`src/rtl/stack_unit.sv`:
```
// -----------------------------------------------------------------------------
// stack_unit -- LIFO stack with a request/response handshake.
//
// Operations (op): 00 PUSH, 01 POP, 10 PEEK, 11 CLEAR. A request is taken when
// req_valid && req_ready. Every accepted request produces exactly one
// resp_valid pulse, carrying data_out and error. A push to a full stack and a
// pop/peek on an empty stack complete with error=1.
//
// Ports:
//   clk, rst          single clock, synchronous active-high reset
//   req_valid/ready   request handshake (ready only while IDLE)
//   op, data_in       operation code and PUSH operand
//   resp_valid        one-cycle completion pulse
//   data_out, error   response payload, held until the next response
//   empty, full,      occupancy status derived from the registered count
//   count
//   stackPointer      BASE_ADDR - count*(DATA_W/8), modulo 2^32
//
// Build option: STACK_UNIT_TOS_BYPASS_EN adds a top-of-stack register so that
// non-empty POP/PEEK answer one cycle after acceptance instead of two. A POP
// is followed by one extra not-ready cycle while that register is refilled
// from the array.
// -----------------------------------------------------------------------------
module stack_unit #(
  parameter int          DATA_W    = 32,
  parameter int          DEPTH     = 16,
  parameter logic [31:0] BASE_ADDR = 32'h0000_03FC,
  parameter int          CNT_W     = $clog2(DEPTH) + 1
) (
  input  logic              clk,
  input  logic              rst,
  input  logic              req_valid,
  output logic              req_ready,
  input  logic [1:0]        op,
  input  logic [DATA_W-1:0] data_in,
  output logic              resp_valid,
  output logic [DATA_W-1:0] data_out,
  output logic              error,
  output logic              empty,
  output logic              full,
  output logic [CNT_W-1:0]  count,
  output logic [31:0]       stackPointer
);

  localparam int          IDX_W          = $clog2(DEPTH);
  localparam logic [31:0] BYTES_PER_WORD = 32'(DATA_W / 8);

  localparam logic [1:0] OP_PUSH  = 2'b00;
  localparam logic [1:0] OP_POP   = 2'b01;
  localparam logic [1:0] OP_PEEK  = 2'b10;
  localparam logic [1:0] OP_CLEAR = 2'b11;

  typedef enum logic [1:0] {
    S_IDLE = 2'd0,
    S_READ = 2'd1,
    S_RESP = 2'd2
  } state_t;

  state_t             state_q, state_d;
  logic [CNT_W-1:0]   count_q, count_d;
  logic [DATA_W-1:0]  data_out_q, data_out_d;
  logic               error_q, error_d;
  logic               resp_valid_q, resp_valid_d;
  // POP in flight: decrement in READ (default build) or refill after RESP
  // (bypass build).
  logic               pend_pop_q, pend_pop_d;
  logic [DATA_W-1:0]  mem_q [DEPTH];
  logic [DATA_W-1:0]  rd_q;
  logic               mem_we_s;
  logic               rd_en_s;
  logic [IDX_W-1:0]   rd_addr_s;
  logic [IDX_W-1:0]   top_idx_s;
  logic               empty_s;
  logic               full_s;
`ifdef STACK_UNIT_TOS_BYPASS_EN
  logic [DATA_W-1:0]  tos_q, tos_d;
`endif

  assign empty_s   = (count_q == {CNT_W{1'b0}});
  assign full_s    = (count_q == CNT_W'(DEPTH));
  // With count == DEPTH the low bits wrap to 0, so minus one still lands on
  // the last entry.
  assign top_idx_s = count_q[IDX_W-1:0] - IDX_W'(1);

  // Next-state, count and response payload.
  always_comb begin
    state_d      = state_q;
    count_d      = count_q;
    data_out_d   = data_out_q;
    error_d      = error_q;
    resp_valid_d = 1'b0;
    pend_pop_d   = pend_pop_q;
    mem_we_s     = 1'b0;
    rd_en_s      = 1'b0;
    rd_addr_s    = top_idx_s;
`ifdef STACK_UNIT_TOS_BYPASS_EN
    tos_d        = tos_q;
`endif
    case (state_q)
      S_IDLE: begin
        if (req_valid) begin
          case (op)
            OP_PUSH: begin
              state_d      = S_RESP;
              resp_valid_d = 1'b1;
              if (full_s) begin
                error_d = 1'b1;
              end else begin
                mem_we_s = 1'b1;
                count_d  = count_q + CNT_W'(1);
                error_d  = 1'b0;
`ifdef STACK_UNIT_TOS_BYPASS_EN
                tos_d    = data_in;
`endif
              end
            end
            OP_POP, OP_PEEK: begin
              if (empty_s) begin
                state_d      = S_RESP;
                resp_valid_d = 1'b1;
                data_out_d   = {DATA_W{1'b0}};
                error_d      = 1'b1;
                pend_pop_d   = 1'b0;
              end else begin
`ifdef STACK_UNIT_TOS_BYPASS_EN
                state_d      = S_RESP;
                resp_valid_d = 1'b1;
                data_out_d   = tos_q;
                error_d      = 1'b0;
                if (op == OP_POP) begin
                  count_d    = count_q - CNT_W'(1);
                  rd_en_s    = 1'b1;
                  rd_addr_s  = top_idx_s - IDX_W'(1);
                  pend_pop_d = 1'b1;
                end else begin
                  pend_pop_d = 1'b0;
                end
`else
                state_d    = S_READ;
                rd_en_s    = 1'b1;
                pend_pop_d = (op == OP_POP);
`endif
              end
            end
            OP_CLEAR: begin
              state_d      = S_RESP;
              resp_valid_d = 1'b1;
              count_d      = {CNT_W{1'b0}};
              data_out_d   = {DATA_W{1'b0}};
              error_d      = 1'b0;
              pend_pop_d   = 1'b0;
`ifdef STACK_UNIT_TOS_BYPASS_EN
              tos_d        = {DATA_W{1'b0}};
`endif
            end
            default: state_d = S_IDLE;
          endcase
        end else begin
          state_d = S_IDLE;
        end
      end
      S_READ: begin
`ifdef STACK_UNIT_TOS_BYPASS_EN
        // Refill cycle: the word below the popped entry becomes the new top.
        tos_d      = rd_q;
        pend_pop_d = 1'b0;
        state_d    = S_IDLE;
`else
        state_d      = S_RESP;
        resp_valid_d = 1'b1;
        data_out_d   = rd_q;
        error_d      = 1'b0;
        pend_pop_d   = 1'b0;
        if (pend_pop_q) begin
          count_d = count_q - CNT_W'(1);
        end else begin
          count_d = count_q;
        end
`endif
      end
      S_RESP: begin
`ifdef STACK_UNIT_TOS_BYPASS_EN
        if (pend_pop_q) begin
          state_d = S_READ;
        end else begin
          state_d = S_IDLE;
        end
`else
        state_d = S_IDLE;
`endif
      end
      default: state_d = S_IDLE;
    endcase
  end

  // Control and response registers; reset wins over any request.
  always_ff @(posedge clk) begin
    if (rst) begin
      state_q      <= S_IDLE;
      count_q      <= {CNT_W{1'b0}};
      data_out_q   <= {DATA_W{1'b0}};
      error_q      <= 1'b0;
      resp_valid_q <= 1'b0;
      pend_pop_q   <= 1'b0;
`ifdef STACK_UNIT_TOS_BYPASS_EN
      tos_q        <= {DATA_W{1'b0}};
`endif
    end else begin
      state_q      <= state_d;
      count_q      <= count_d;
      data_out_q   <= data_out_d;
      error_q      <= error_d;
      resp_valid_q <= resp_valid_d;
      pend_pop_q   <= pend_pop_d;
`ifdef STACK_UNIT_TOS_BYPASS_EN
      tos_q        <= tos_d;
`endif
    end
  end

  // Storage array with registered read; contents are never cleared.
  always_ff @(posedge clk) begin
    if (mem_we_s && !rst) begin
      mem_q[count_q[IDX_W-1:0]] <= data_in;
    end
    if (rd_en_s && !rst) begin
      rd_q <= mem_q[rd_addr_s];
    end
  end

  assign req_ready    = (state_q == S_IDLE);
  assign resp_valid   = resp_valid_q;
  assign data_out     = data_out_q;
  assign error        = error_q;
  assign empty        = empty_s;
  assign full         = full_s;
  assign count        = count_q;
  assign stackPointer = BASE_ADDR - (32'(count_q) * BYTES_PER_WORD);

endmodule

```
`config.mk`:
```
export PLATFORM = sky130hd
export DESIGN_NAME = stack_unit
export DESIGN_NICKNAME = d
export VERILOG_FILES = /design/src/rtl/stack_unit.sv
export SDC_FILE = /design/constraint.sdc
export NUM_CORES = 1
export LEC_CHECK = 0
export ABC_AREA = 1
export CORE_ASPECT_RATIO = 1.5
export CORE_MARGIN = 8
export CORE_UTILIZATION = 55
export DETAILED_ROUTE_END_ITERATION = 7
export PLACE_DENSITY = 0.76
export SYNTH_ARGS = -nofsm -noshare
export SYNTH_HDL_FRONTEND = slang
export SYNTH_SLANG_ARGS = --single-unit
```
`constraint.sdc`:
```
create_clock -name clk -period 7.9 [get_ports clk]
set_clock_uncertainty 0.05 [all_clocks]
set_input_delay 1.58 -clock clk [delete_from_list [all_inputs] [get_ports clk]]
set_output_delay 1.58 -clock clk [all_outputs]
set_load 0.02 [all_outputs]
```
Fig. 1: run 1, placed standard cells
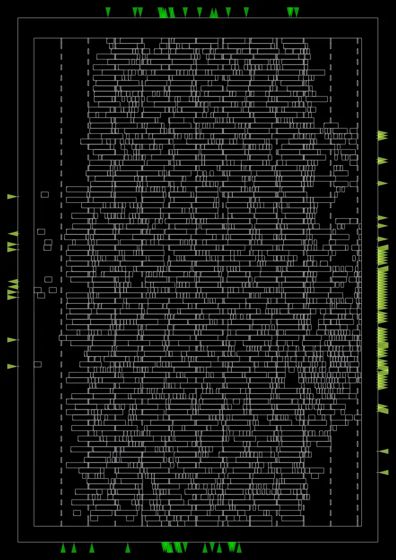
Post-Route Utilization: 62.29%
Rows: 92
Fillers: 3022

Fig. 2: run 1, cell density map
The bar under the picture is 50 um long. The die is cut into 18 by 27 equal tiles; white is low, dark blue is high, 0 to 100% covered.
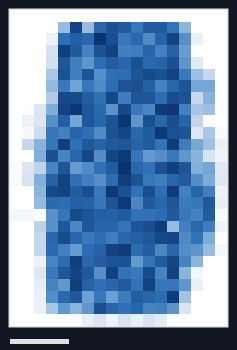
densest ninth of the die = middle
fullest tile = 99%
tiles over 75% full = 37%
emptiest ninth of the die = top left
nearly empty tiles = 22%

==> results.sh, run 1 <==
# implementation run metrics
export IMPL_critPathLaunchType="flip-flop"
export IMPL_finalSetupViolations=0
export IMPL_ios=111
export IMPL_dpl_hpwl_mm=28.26
export IMPL_top_area_share_pct=69.72
export IMPL_post_route_period_util_pct=62.07
export IMPL_setup_worst_path_class="flip-flop to primary output"
export IMPL_worstHoldStart="data_out[25]"
export IMPL_tool_warnings=36
export IMPL_routabilityCongestion=0.8406
export IMPL_syn_area_sq_um=23430
export IMPL_clk_path_buf_depth=3
export IMPL_dr_total_vias=14970
export IMPL_p_leak_nw=8.827
export IMPL_rsz0062_at_grt="false"
export IMPL_synthAdderAreaFrac_pct=0.4272
export IMPL_slew_headroom_pct=14.33
export IMPL_die_h_um=268.8
export IMPL_io_buffers=83
export IMPL_dieWidth_um=184.5
export IMPL_synthAoiAreaFrac_pct=6.814
export IMPL_insertion_delay_ns=0.57
export IMPL_h_tree_depth=2
export IMPL_grt_pass1_wl_mm=82.42
export IMPL_crit_arrival_ns=3.27
export IMPL_synth_cell_types=23
export IMPL_lay_top_count="edfxtp_1"
export IMPL_fin_area_sq_um=26170
export IMPL_hold_class="flip-flop to flip-flop"
export IMPL_p_sw_w=0.002028
export IMPL_drt_iter0_drc=1654
export IMPL_syn_instance_count=1962
export IMPL_required_ns=6.27
export IMPL_tritoncts="done"
export IMPL_maxCapViolations=0
export IMPL_grtUsageTotal_pct=21.65
export IMPL_fin_setup_tns_ns=0
export IMPL_worst_pin_slew_ns=1.282
export IMPL_r2r_cells=8
export IMPL_yosys_cells=1962
export IMPL_fp_util_pct=55.77
export IMPL_topCellsByArea="edfxtp_1 70%, nor2_1 7.4%, nand3_1 4.5%"
export IMPL_synth_flops=586
export IMPL_grt_pass1_vias=15010
export IMPL_status="complete, no violations"
export IMPL_r2r_slack_ns=3.51
Fig. 3: run 1, I/O nets highlighted
The bar under the picture is 50 um long.
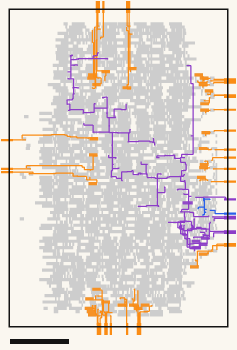
orange -> data_out  # bits 32, direction output, edge 13 right, 10 bottom, 6 top, 3 left, end cells 32, wire 1290 um
blue -> req_ready  # bits 1, direction output, edge right, end cells 1, wire 48.8 um
purple -> count  # bits 5, direction output, edge right, end cells 5, wire 1160 um

==> run 1: metal layers <==
metal / up-vias / part of all wire (%) / global-route usage [%]
li1: 6893 / - / -
met1: 7180 / 37 / 25.90
met2: 754 / 51 / 38.20
met3: 140 / 8.3 / 2.994
met4: 0 / 4.0 / 10.36
met5: - / 0 / 0
==> run 1: cells by family (layout without fill, tap and decap cells) <==
kind of cell             after synthesis  count (layout)
AND-OR/OR-AND                        297             297
XOR/XNOR                               1               1
adder cells (fa/ha/maj)                8               8
buffers and inverters                211             267
flip-flops                           586             586
other                                  2              27
AND/OR/NAND/NOR                      857             857
==> run 1: flip-flops by register name, indices dropped and copies added, names as in the netlist <==
register,flops
pend_pop_q,1
resp_valid,1
count,5
data_out,32
state_q,2
mem_q,512
rd_q,32
error,1
==> run 1: worst max-delay path by stage <==
stage | start | to | slack [ns]
6_report | count[0] | empty | 3.00
2_1_floorplan | op[1] | mem_q[10][0] | 3.72
5_1_grt | count[0] | empty | 2.78
3_5_place_dp | op[0] | mem_q[13][15] | 3.20
4_1_cts | count[0] | empty | 2.93
3_3_place_gp | op[0] | mem_q[13][15] | 3.29
==> run 1: per-stage QoR <==
stage	std cells	hold WS, ns
floorplan	1987	0.3763
global placement	2514	0.3941
detailed placement	2514	0.4001
CTS	2607	0.4094
global route	2607	0.4300
finish	2607	0.4094
==> run 1: synth_stat cells <==
master / number
xnor2_1: 1
inv_2: 4
o21bai_1: 1
ha_1: 8
o21ai_1: 105
buf_4: 43
clkinv_1: 1
a21oi_1: 37
buf_1: 15
nor2_1: 465
nand4_1: 2
nand2_1: 180
inv_1: 64
o21ai_0: 111
edfxtp_1: 544
conb_1: 2
nand3_1: 209
dfxtp_1: 42
buf_6: 6
clkbuf_1: 33
o211ai_1: 43
buf_2: 45
nor2_2: 1
==> run 1: cell type report <==
| cell class | instances | area [sq um] |
|---|---|---|
| fill | 3022 | 15850 |
| multi-input combinational | 1190 | 5438 |
| tap | 564 | 705.7 |
| clock inverter | 28 | 227.7 |
| timing repair buffer | 105 | 1003 |
| sequential | 586 | 17180 |
| inverter | 69 | 266.5 |
| clock buffer | 65 | 1349 |
==> run 1: worst max-delay path: stages (launching register included) <==
cell and delay, ns:
dfxtp_4 0.91, inv_6 0.51, ha_4 0.38, nand3_1 0.25, inv_1 0.08, clkdlybuf4s50_1 0.55
==> run 1: power groups by stage <==
stage,Sequential [W],Combinational [W],Clock [W]
floorplan,0.00355,0.000926,0
global placement,0.00356,0.00126,0
detailed placement,0.00357,0.00130,0
CTS,0.00350,0.00131,0.00240
global route,0.00350,0.00146,0.00252
finish,0.00350,0.00132,0.00238
Fig. 4: run 1, sequential cells grouped by signal name
The bar under the picture is 50 um long. Other sequential cells in the stronger gray, the rest of the logic in the fainter gray.
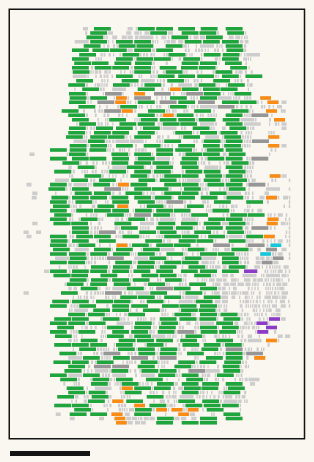

==> run 2, diff against run 1 <==
- clock period: 7.9 -> 4.75 ns (I/O delays scaled with it)
Fig. 5: run 2, sequential cells grouped by signal name
The bar under the picture is 50 um long. Other sequential cells in the stronger gray, the rest of the logic in the fainter gray.
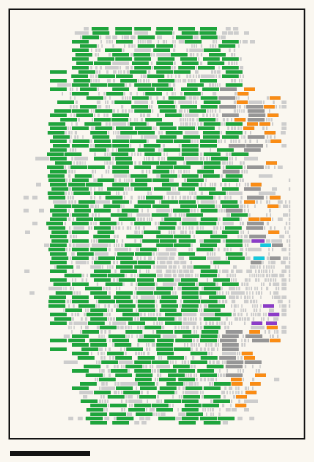
green -> mem_q  # placed flops 512
purple -> count  # placed flops 5
orange -> data_out  # placed flops 32, where a column on the right
cyan -> state_q  # placed flops 2

==> run 2 against run 1 <==
Worst hold slack got worse by 0.0094 ns. Combinational power grew 77%. Final area increased by 1.0%. Clock-buffer cell count increased by 2. Clock power rose by 76%. Critical path type unchanged. Critical endpoint unchanged.
==> results.sh, run 2 <==
# implementation run metrics
export IMPL_status="complete, no violations"
export IMPL_setup_worst_path_class="flip-flop to primary output"
export IMPL_maxCapViolations=0
export IMPL_cp_endpoint="empty"
export IMPL_clk_path_buf_depth=3
export IMPL_critPathLaunchType="flip-flop"
export IMPL_max_stage_delay_ns=0.61
export IMPL_final_util_pct=62.92
export IMPL_post_route_period_util_pct=75.36
export IMPL_path_cells="inv_6, ha_4, nand3_1, inv_1, clkdlybuf4s50_1"
export IMPL_syn_area_sq_um=23430
export IMPL_fp_util_pct=55.77
export IMPL_required_ns=3.75
export IMPL_fin_setup_tns_ns=0
export IMPL_slew_headroom_pct=23.96
export IMPL_edf_count=544
export IMPL_io_buffers=83
export IMPL_dieWidth_um=184.5
export IMPL_crit_family="buffers and inverters"
export IMPL_worst_pin_slew_ns=1.141
export IMPL_r2r_slack_ns=1.75
export IMPL_topCellsByArea="edfxtp_1 70%, nor2_1 7.4%, nand3_1 4.5%"
export IMPL_drt_iter0_drc=1595
export IMPL_dr_total_vias=14970
export IMPL_top_area_share_pct=69.72
export IMPL_grt_pass1_wl_mm=84.31
export IMPL_routabilityCongestion=0.8608
-- run 2: cell types whose count changed in the layout (fill, tap and decap cells not counted), sizes merged --
cell      change
buf           +7
clkinv        -5
bufinv        +3
clkbuf        +2
inv           -2
clkinvlp      +1
-- run 2: worst min path at each step --
stage | start | end | slack [ns]
floorplan | pend_pop_q | pend_pop_q | 0.38
global placement | pend_pop_q | pend_pop_q | 0.40
detailed placement | pend_pop_q | pend_pop_q | 0.39
CTS | pend_pop_q | pend_pop_q | 0.40
global route | data_out[28] | data_out[28] | 0.42
finish | pend_pop_q | pend_pop_q | 0.40
-- run 2: stage by stage --
| stage | hold WS [ns] | std cells |
|---|---|---|
| after floorplan | 0.3763 | 1987 |
| after global placement | 0.3970 | 2521 |
| after detailed placement | 0.3930 | 2521 |
| after CTS | 0.4025 | 2613 |
| after global routing | 0.4212 | 2613 |
| final | 0.4000 | 2613 |
-- run 2: kinds of logic (layout without fill, tap and decap cells) --
kind of cell	after synthesis	in the layout	share of synthesized area (%)
other	2	27	0.03205
AOI/OAI and AO/OA	297	297	6.814
DFF	586	586	73.31
xor gates and xnor gates	1	1	0.03739
buffers and inverters	211	273	4.502
and+or+nand+nor	857	857	14.88
adders and majority gates	8	8	0.4272
-- run 2: per-layer routing --
metal | vias up | part of all wire [%] | GRT usage (%)
li1 | 6914 | - | -
met3 | 103 | 7.8 | 2.683
met2 | 697 | 50 | 37.46
met1 | 7260 | 39 | 29.59
met4 | 0 | 2.9 | 8.219
met5 | - | 0 | 0
-- run 2: worst reg2reg max path, stage by stage (launching register included) --
cell and delay, ns:
dfxtp_1 0.52, inv_1 0.22, ha_4 0.22, nand3_1 0.13, inv_1 0.09, nor2_1 0.31
nand2_1 0.32, nor2_4 0.55, buf_12 0.26
-- run 2: cell type report --
type,count,area (sq um),area share [%]
clock buffers,67,1409,5.329
clock inverters,25,280.3,1.060
inverters,69,266.5,1.008
multi-input cells,1190,5438,20.57
flip-flops and latches,586,17180,64.99
well taps,564,705.7,2.669
repair buffers,112,1156,4.373
-- run 2: power groups by stage --
stage	sequential, W	combinational, W	clock (W)
floorplan	0.00591	0.00154	0
global placement	0.00590	0.00227	0
detailed placement	0.00590	0.00230	0
CTS	0.00579	0.00232	0.00424
global route	0.00579	0.00257	0.00441
finish	0.00579	0.00234	0.00419
No activity file was given, so power comes from the tool's default toggle rates.
